[config.mk]
export PLATFORM = sky130hd
export DESIGN_NAME = sdram_buffer_sequencer
export DESIGN_NICKNAME = d
export VERILOG_FILES = /design/src/rtl/sdram_buffer_sequencer.sv
export SDC_FILE = /design/constraint.sdc
export NUM_CORES = 1
export LEC_CHECK = 0
export CAP_MARGIN = 20
export CORE_ASPECT_RATIO = 2
export CORE_UTILIZATION = 40
export CTS_BUF_LIST = sky130_fd_sc_hd__clkbuf_8 sky130_fd_sc_hd__clkbuf_16
export CTS_CLUSTER_SIZE = 12
export DETAILED_ROUTE_END_ITERATION = 10
export GPL_TIMING_DRIVEN = 0
export SLEW_MARGIN = 5
export SYNTH_ARGS = -nofsm -noshare
export SYNTH_HDL_FRONTEND = slang
export SYNTH_SLANG_ARGS = --single-unit
[constraint.sdc]
create_clock -name CLK -period 5.2 [get_ports CLK]
set_input_delay 0.52 -clock CLK [delete_from_list [all_inputs] [get_ports CLK]]
set_output_delay 0.52 -clock CLK [all_outputs]
set_load 0.05 [all_outputs]
[src/rtl/sdram_buffer_sequencer.sv]
// Moves job bursts between the 16-bit staging buffer port and the SDRAM controller data phase.
// Write jobs prefetch through a 2-entry skid FIFO; read jobs register each beat into the buffer.
module sdram_buffer_sequencer #(
  parameter int unsigned ADDR_W = 9,
  parameter int unsigned DATA_W = 16
) (
  input  logic              CLK,
  input  logic              RST_N,
  input  logic              REQ_VALID,
  output logic              REQ_READY,
  input  logic              REQ_WRITE,
  input  logic [ADDR_W-1:0] REQ_START,
  input  logic [ADDR_W-1:0] REQ_LEN_M1,
  output logic [ADDR_W-1:0] BUF_ADDR,
  input  logic [DATA_W-1:0] BUF_RD,
  output logic              BUF_WE,
  output logic [DATA_W-1:0] BUF_WD,
  output logic              SD_WVALID,
  input  logic              SD_WREADY,
  output logic [DATA_W-1:0] SD_WDATA,
  input  logic              SD_RVALID,
  input  logic [DATA_W-1:0] SD_RDATA,
  output logic              BUSY,
  output logic              DONE
);

  localparam int unsigned CNT_W = ADDR_W + 1;

  typedef enum logic [1:0] {StIdle, StWrRun, StRdRun, StDone} state_e;

  state_e              state_q, state_d;
  logic [ADDR_W-1:0]   buf_addr_q, buf_addr_d;
  logic [ADDR_W-1:0]   rd_ptr_q, rd_ptr_d;
  logic                buf_we_q, buf_we_d;
  logic [DATA_W-1:0]   buf_wd_q, buf_wd_d;
  logic [CNT_W-1:0]    issue_cnt_q, issue_cnt_d;
  logic [CNT_W-1:0]    remain_q, remain_d;
  logic                in_flight_q, in_flight_d;
  logic [1:0]          occ_q, occ_d;
  logic [DATA_W-1:0]   fifo_q [2];
  logic [DATA_W-1:0]   fifo_d [2];
  logic                fifo_rd_q, fifo_rd_d;
  logic                fifo_wr_q, fifo_wr_d;

  logic                wr_run;
  logic                push;
  logic                pop;
  logic                issue;
  logic [2:0]          fill;
  logic [2:0]          limit;
  logic [CNT_W-1:0]    job_len;

  assign wr_run  = (state_q == StWrRun);
  assign push    = wr_run && in_flight_q;
  assign pop     = wr_run && (occ_q != 2'd0) && SD_WREADY;
  // Issue only if the word would still have a FIFO slot after this cycle's pop.
  assign fill    = {1'b0, occ_q} + {2'b00, in_flight_q};
  assign limit   = 3'd2 + {2'b00, pop};
  assign issue   = wr_run && (issue_cnt_q != '0) && (fill < limit);
  assign job_len = {1'b0, REQ_LEN_M1} + CNT_W'(1);

  always_comb begin
    state_d     = state_q;
    buf_addr_d  = buf_addr_q;
    rd_ptr_d    = rd_ptr_q;
    buf_we_d    = 1'b0;
    buf_wd_d    = buf_wd_q;
    issue_cnt_d = issue_cnt_q;
    remain_d    = remain_q;
    in_flight_d = in_flight_q;
    occ_d       = occ_q;
    fifo_d      = fifo_q;
    fifo_rd_d   = fifo_rd_q;
    fifo_wr_d   = fifo_wr_q;

    unique case (state_q)
      StIdle: begin
        if (REQ_VALID) begin
          buf_addr_d  = REQ_START;
          rd_ptr_d    = REQ_START;
          issue_cnt_d = job_len;
          remain_d    = job_len;
          in_flight_d = 1'b0;
          occ_d       = 2'd0;
          fifo_rd_d   = 1'b0;
          fifo_wr_d   = 1'b0;
          state_d     = REQ_WRITE ? StWrRun : StRdRun;
        end
      end

      StWrRun: begin
        in_flight_d = issue;
        if (issue) begin
          buf_addr_d  = buf_addr_q + ADDR_W'(1);
          issue_cnt_d = issue_cnt_q - CNT_W'(1);
        end
        if (push) begin
          fifo_d[fifo_wr_q] = BUF_RD;
          fifo_wr_d         = ~fifo_wr_q;
        end
        if (pop) begin
          fifo_rd_d = ~fifo_rd_q;
          remain_d  = remain_q - CNT_W'(1);
        end
        occ_d = occ_q + {1'b0, push} - {1'b0, pop};
        if (pop && (remain_q == CNT_W'(1))) begin
          state_d = StDone;
        end
      end

      StRdRun: begin
        // Counter hits zero on the last beat; the extra cycle lets BUF_WE precede DONE.
        if (remain_q == '0) begin
          state_d = StDone;
        end else if (SD_RVALID) begin
          buf_we_d   = 1'b1;
          buf_wd_d   = SD_RDATA;
          buf_addr_d = rd_ptr_q;
          rd_ptr_d   = rd_ptr_q + ADDR_W'(1);
          remain_d   = remain_q - CNT_W'(1);
        end
      end

      StDone: begin
        state_d = StIdle;
      end

      default: begin
        state_d = StIdle;
      end
    endcase
  end

  always_ff @(posedge CLK or negedge RST_N) begin
    if (!RST_N) begin
      state_q     <= StIdle;
      buf_addr_q  <= '0;
      rd_ptr_q    <= '0;
      buf_we_q    <= 1'b0;
      buf_wd_q    <= '0;
      issue_cnt_q <= '0;
      remain_q    <= '0;
      in_flight_q <= 1'b0;
      occ_q       <= 2'd0;
      fifo_q[0]   <= '0;
      fifo_q[1]   <= '0;
      fifo_rd_q   <= 1'b0;
      fifo_wr_q   <= 1'b0;
    end else begin
      state_q     <= state_d;
      buf_addr_q  <= buf_addr_d;
      rd_ptr_q    <= rd_ptr_d;
      buf_we_q    <= buf_we_d;
      buf_wd_q    <= buf_wd_d;
      issue_cnt_q <= issue_cnt_d;
      remain_q    <= remain_d;
      in_flight_q <= in_flight_d;
      occ_q       <= occ_d;
      fifo_q[0]   <= fifo_d[0];
      fifo_q[1]   <= fifo_d[1];
      fifo_rd_q   <= fifo_rd_d;
      fifo_wr_q   <= fifo_wr_d;
    end
  end

  assign REQ_READY = (state_q == StIdle);
  assign BUSY      = (state_q != StIdle);
  assign DONE      = (state_q == StDone);
  assign BUF_ADDR  = buf_addr_q;
  assign BUF_WE    = buf_we_q;
  assign BUF_WD    = buf_wd_q;
  assign SD_WVALID = (occ_q != 2'd0);
  assign SD_WDATA  = fifo_q[fifo_rd_q];

endmodule

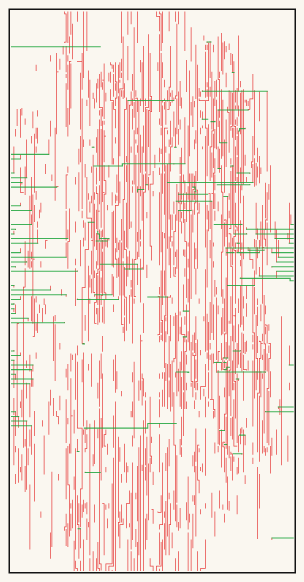
Figure 1: routed metal, one colour a layer.
Only two layers are drawn.
legend:
  green:
    layer: met3
    wire_length: 658 um
  red:
    layer: met2
    wire_length: 8,080 um
detailed-route via count: 4,637
GRT Overall Usage: 23.4%
Routed WL: 14.8 mm

==> changes_impl.md <==
### Metrics

- Ys async rst share: 100%
- Root Buffer: clkbuf_16
- IO Pins: 102
- CP Class: register to register
- Most instantiated logic cell after routing: clkdlybuf4s50_1
- Starting DRT DRC Count: a little under 300
- Crit. Startpoint: state_q[0]
- AO/OA Area Share: around 13%
- EDFF count, synth: 0
- GPL Wtd Cong: around 0.83
- Final Cycle Share: 57.4%
- Max reg flops: 32
- Tool warning count: 32
- Post-synth mux share: about an eighth
- Yosys stat area: between 0.005 and 0.006 mm^2
- Synth cell types: around 55
- Reg2Reg Depth: 11
- Worst reg2reg startpoint: state_q[0]
- Largest Register: fifo_q
- Synth area leader: dfrtp_1
- Slowest stage cell, crit path: a21oi_1
- Logic area: roughly 0.0027 mm^2
- CP cell instances: inv_1 -> ha_1 -> buf_2 -> nor2b_1 -> clkbuf_1 -> nor3_1 -> a22oi_1 -> a21oi_1 -> clkbuf_1 -> o32ai_1 -> nor3_1
- Fmax: ~330 MHz
- Top logic family: simple AND/OR/NAND/NOR gates
- WHS: roughly 140 ps
- Drt first pass iters: 4
- M1 GR Usage: approximately a quarter
- Outcome: complete, no violations
- Cell area leaders: dfrtp_1, mux2_2, nand2_1, ha_1, o21ai_0
- RSZ-0062 raised after global routing: no
- N_taps: about 150
- Critical Path RT: 5480 ps
- Worst Setup End Kind: register
- Levels on crit path: 11
- Max-area cell class: multi-input combinational cells
- Core area: roughly 0.013 mm^2
- Setup Viol. Count Final: 0
- Min Clock Period, post-route: about 3000 ps
- Antenna diodes: 0
- First-pass GRT wire length: 23.5 mm
- IO buf count: around 100
- Critical path capture point: remain_q[9]
- Post-CTS sizing: 0
- Post-synth top cells: nand2_1, dfrtp_1, mux2_2, o21ai_0, nor2_1
- Comb/total area: between 30% and 40%
- Tot Pwr: roughly 0.005 W
- Hold Vio Cnt, Final: 0
- Final antenna-violating net count: 0
- Clk_skew: 9.25 ps
- Synth Instances: between 500 and 600
- Worst-Margin Slew: between 600 and 700 ps
- Number of H-tree levels: 3
- DP Worst Slack: a little over 2000 ps
- Clk_lat worst skew: about 350 ps
- Sequential cell area share: 34.9%
- Met3 routed WL: about 660 um
- Non-clk bufs: 128
- Max VDD drop: approximately 380 uV
- Finished Layout Cells: roughly 800
- Synth Area per Inst: roughly 9.6 um^2
- Number of remaining DRC errors: 0
- Placed Cells incl. Taps: 797
- Critical Path AT: ~3300 ps
- Clock-pin slew on the worst setup and hold paths: 70 ps
- Top-count cell post-synth: nand2_1
- Synth warn: 0
- Adder share: a little under 4%
- Total clock sinks: around 94
- Vias in the first global route: 4,813
- Lkg Pwr: 2.81 nW
- CTS Buf Count: 9
- Hold WC Path Type: input port to async pin
- Maxcap violations: 0
- Yosys xor share: approximately 1.9%
- Buffering overhead: roughly 17%
- GR Layer Usage met3: 4.25%
- Dpl hpwl: approximately 11 mm
- Largest stage delay on the critical path: roughly 480 ps
- Final nets: 730
- Starting Density: around two fifths
- Register share after synthesis: approximately 45%
- Seq. cell area: roughly 0.0024 mm^2
- WP buf/inv: 4
- CP Launch Type: register
- MI comb cells: 410
- # clk buffers: 9
- RR Endpoint: remain_q[9]
- Most frequent cells in the layout: clkdlybuf4s50_1, nand2_1, dfrtp_1, mux2_2, o21ai_0
- Synth top area share: a little under half
- CTS Buffer Depth: 2
- Worst-path fanout max: 10
- Largest net degree at the start of global routing: 58
- DIE AREA: 0.0135 mm^2
- Layout area overhead: 29.6%
- Cts hold-fix bufs: 0
- Initial antenna violation count: 0
- Slew headroom: roughly 55%
- FILL cells: 1,209
- R2r setup slk: 2210 ps
- Syn Nets: roughly 620
- Die Y: 163 um
- Grt peak-use layer: met2
- Setup ws final: approximately 2200 ps
- Global route overflow: 0
- Setup repair bufs after CTS: 0
- WL met1: 5.48 mm
- Synthesized area: ~0.0052 mm^2
- Simple-gate share of the synthesized area: about a fifth
- CTS tree: built
- Post-synth top flop: dfrtp_1
- Share of layout cells above drive strength 1: between 10% and 20%
- DR WL/cell: between 15 and 20 um
- Metal2 WL: 8.08 mm
- Final Max Slew Viols: 0
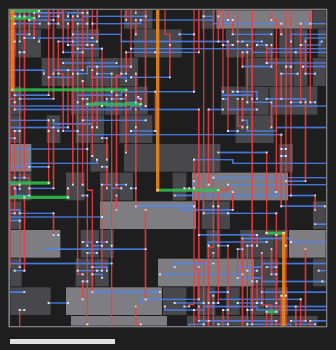
Figure 2: zoomed window.
Bar = 10 um. Window x 26 to 56, y 67 to 97 um. Cells in grey, sequential cells in the stronger grey; small squares are vias.
legend:
  blue:
    layer: met1
  orange:
    layer: met4
  green:
    layer: met3
  red:
    layer: met2
netlist names of flops here include: `BUF_ADDR` (2), `state_q` (2)
sequential cells in the window: 6
cells with their middle in the window: 65
most frequent: nand2_1 (9), clkbuf_1 (7), o21ai_0 (7)

==> worst register-to-register path, delay by kind of cell (launching register included) <==
kind	cells	cell delay [ps]
buffers and inverters	4	920
AND-OR/OR-AND	3	870
AND/OR/NAND/NOR	3	540
flip-flops	1	390
adder cells (fa/ha/maj)	1	200
==> through the flow <==
stage / cell area [um^2] / TNS (ps) / util (%)
2_1_floorplan: 5210 / 0 / -
3_3_place_gp: 6400 / -4890 / 50.7
3_5_place_dp: 6430 / 0 / 50.9
4_1_cts: 6750 / 0 / 53.4
5_1_grt: 6750 / 0 / 53.4
6_report: 6750 / 0 / 53.4
==> where the power goes <==
group	leakage [nW]	switching [W]	internal, W	total [W]
combinational	1.52	0.00175	0.00105	0.00280
sequential	1.13	0.000321	0.00110	0.00142
clock	0.152	0.000321	0.000386	0.000706
Power and IR drop assume default switching activity.
